**Close-up of the layout**

Region (10, 48) to (50, 88) microns. Cells in gray, sequential cells in the stronger gray; small squares are vias.
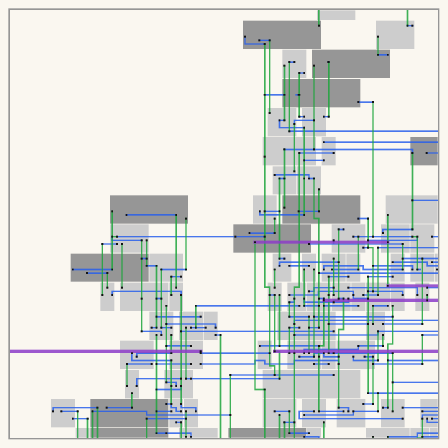
**Routed metal, one color a layer**

Two of the layers only.
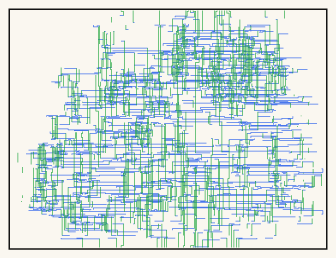
**Clock nets**

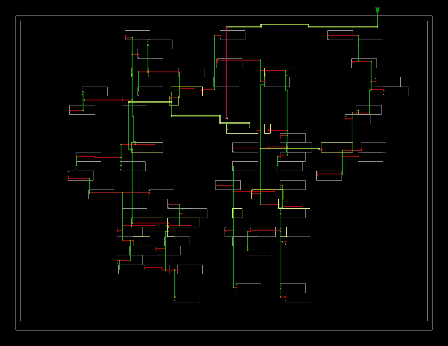
==> config.mk <==
export PLATFORM = sky130hd
export DESIGN_NAME = temp_sampler
export DESIGN_NICKNAME = d
export VERILOG_FILES = /design/src/rtl/temp_pkg.sv /design/src/rtl/temp_sampler_avg.sv /design/src/rtl/temp_sampler.sv
export SDC_FILE = /design/constraint.sdc
export NUM_CORES = 1
export LEC_CHECK = 0
export CAP_MARGIN = 20
export CORE_ASPECT_RATIO = 0.75
export CORE_UTILIZATION = 37
export DETAILED_ROUTE_END_ITERATION = 8
export GPL_TIMING_DRIVEN = 0
export SYNTH_ARGS = -nofsm -noshare
export SYNTH_HDL_FRONTEND = slang
export SYNTH_HIERARCHICAL = 1
export SYNTH_SLANG_ARGS = --single-unit
==> constraint.sdc <==
create_clock -name lfClk -period 2.92 [get_ports lfClk]
set_clock_uncertainty 0.05 [all_clocks]
set_input_delay 0.584 -clock lfClk [delete_from_list [all_inputs] [get_ports lfClk]]
set_output_delay 0.584 -clock lfClk [all_outputs]
set_load 0.05 [all_outputs]
==> results.tsv <==
metric	value	unit
crit_top_cell	o21ai_0	
dpl.cell_count	654	
cts_tree	done	
ys_seq_share	29.0	%
clockBufferDepth	2	
cp_num_buf_inv	2	
fin_cells	669	
initial_core_util	38.2	%
rr_worst_depth	11	
clock_latency	0.32	ns
r2r_setup_slack	0.16	ns
viasPerCell	5.42	
io_buffers	67	
final_util	49.3	%
aoi_share	19.6	%
arrival	2.95	ns
cp.required	3.11	ns
post-route-cell-area	5070	sq um
tool_warnings	27	
min_path_cells	2	
boundaryPins	69	
crit_path_start_kind	flop	
clock.fmax	0.362	GHz
drt-pass1-iter-count	4	
layout_top_cells	clkdlybuf4s50_1, dfxtp_1, nor2_1	
grt_pass1_vias	3470	
synth_cell_types	66	
slew_viol_final	0	
worst_slew_pin_slew	0.613	ns
final_common_cell	clkdlybuf4s50_1	
ff_type	dfxtp_1	
layout-drive-gt1-share	8.63	%
tns	0	ns
core-area	10300	sq um
numSynthFlops	57	
cts_setup_buffers	0	
synthMuxAreaShare	11.7	%
fill_cells	990	
ir_drop	282	uV
ant_nets	0	
num_rows	32	
dpl-instance-area	4770	sq um
cp_num_cells	11	
syn_area	3930	sq um
yosys_warnings	6	
critical_path_class	reg -> reg	
max_cap_violations	0	
insertedDiodeCount	0	
floorplan.nets	538	
ys_sh_xor	3.79	%
period_needed	2.76	ns
dr.first_iter.drc_count	254	
grt_pass1_wl	16300	microns
maxSlewHeadroom	58.1	%
status	finished clean	
setup_viol_count_final	0	
post-dp-hpwl	7960	microns
globalplace.congestion	0.898	
cellLeakagePower	2.01	nW
ys_sh_simple	20.1	%
finalClockPeriodUsage	94.6	%
ys_chip_area	3930	sq um
cts_sinks	57	
hold_violations	0	
enable_flop_cells	0	
grt_max_degree	11	
ctsHtreeMaxLevel	3	
clk_pin_slew	0.05	ns
power.total	2.74	mW
top_logic_kind	simple AND/OR/NAND/NOR gates	
synthArstFlopShare	0	%
synthCells	451	
clockRootBuffer	clkbuf_16	
crit_family	simple AND/OR/NAND/NOR gates	
Notes on 'close-up of the layout' above:
Blue is met1. Purple is met3. Green is met2.
61 logic cells have their middle in the window. Sequential cells in the window: 8. Most frequent: dfxtp_1 (8), nand2_1 (6).

Notes on 'routed metal, one color a layer' above:
Green is met2, wire length 4,330 microns. Blue is met1, wire length 5,300 microns.
DRT Wirelength: 10,300 microns
Avg WL per Cell: 15.3 microns
vias: 3,626
Tot GR Track Use: 18.6%

Notes on 'clock nets' above:
flip-flops: 57
Power Clock: 968 uW
# clk buffers: 11
clock buffer count from CTS: 9

[final cells by class]
cell class	count	area, sq um	area share [%]
Clock buffer	11	253	4.98
Buffer	19	86.3	1.70
Multi-Input combinational cell	345	2620	51.5
Clock inverter	5	30.0	0.592
Sequential cell	57	1140	22.5
Inverter	29	109	2.14
Timing Repair Buffer	67	671	13.2
Tap cell	136	170	3.35
[per-stage QoR]
step                setup slack (ns)  hold slack, ns
finish                         0.158           0.440
global placement             -0.0864           0.421
global route                 -0.0326           0.463
detailed placement            -0.136           0.430
floorplan                      0.307           0.406
CTS                           0.0166           0.443
[what timing repair did]
action | 4_1_cts | 5_1_grt
gates resized | 1 | 8
endpoints found under the setup margin | 3 | 21
hold buffers | 0 | 0
[kinds of logic (layout without fill, tap and decap cells)]
family	count (synthesis)	after routing
AND-OR/OR-AND	114	114
XOR/XNOR	17	17
adder cells (fa/ha/maj)	34	34
AND/OR/NAND/NOR	148	148
flip-flops	57	57
buffers and inverters	49	131
multiplexers	32	32
[worst reg2reg max path: stages (launching register included)]
cell,delay (ns)
dfxtp_1,0.41
buf_2,0.27
inv_1,0.10
nor3_1,0.19
a32o_1,0.15
a32oi_1,0.06
mux2i_1,0.33
o21ai_0,0.20
and3_2,0.33
nor2_2,0.28
o21ai_0,0.14
a21oi_1,0.16
[per-layer routing]
metal / wire, microns / vias to the layer above / global-route usage (%)
li1: - / 1829 / -
met1: 5300 / 1700 / 26.6
met2: 4330 / 89 / 27.3
met3: 565 / 8 / 4.40
met4: 73 / 0 / 5.97
met5: 0 / - / 0
[power by group]
group          total [mW]  leakage (nW)  switching [mW]  internal (mW)
clock               0.968         0.137           0.354          0.614
combinational       0.874          1.41           0.515          0.359
sequential          0.898         0.461          0.0559          0.842
total                2.74          2.01           0.925           1.82
[cell usage after synthesis, drive strengths merged (6+ instances only)]
cell type	count	share of area, %
clkbuf	12	1.1
inv	29	2.8
nor2	43	4.1
a21o	12	2.3
mux2i	20	5.1
nand2	20	1.9
a211oi	7	1.3
and2	7	1.1
nand3	10	1.3
xor2	6	1.3
mux4	10	5.9
nor3	9	1.1
ha	33	10
dfxtp	57	29
nor2b	15	2.4
a21oi	28	3.6
o21ai	27	3.7
buf	8	0.95
nor4	9	1.4
xnor2	11	2.4
Power figures rest on the tool's default switching activity, not on a simulated workload.
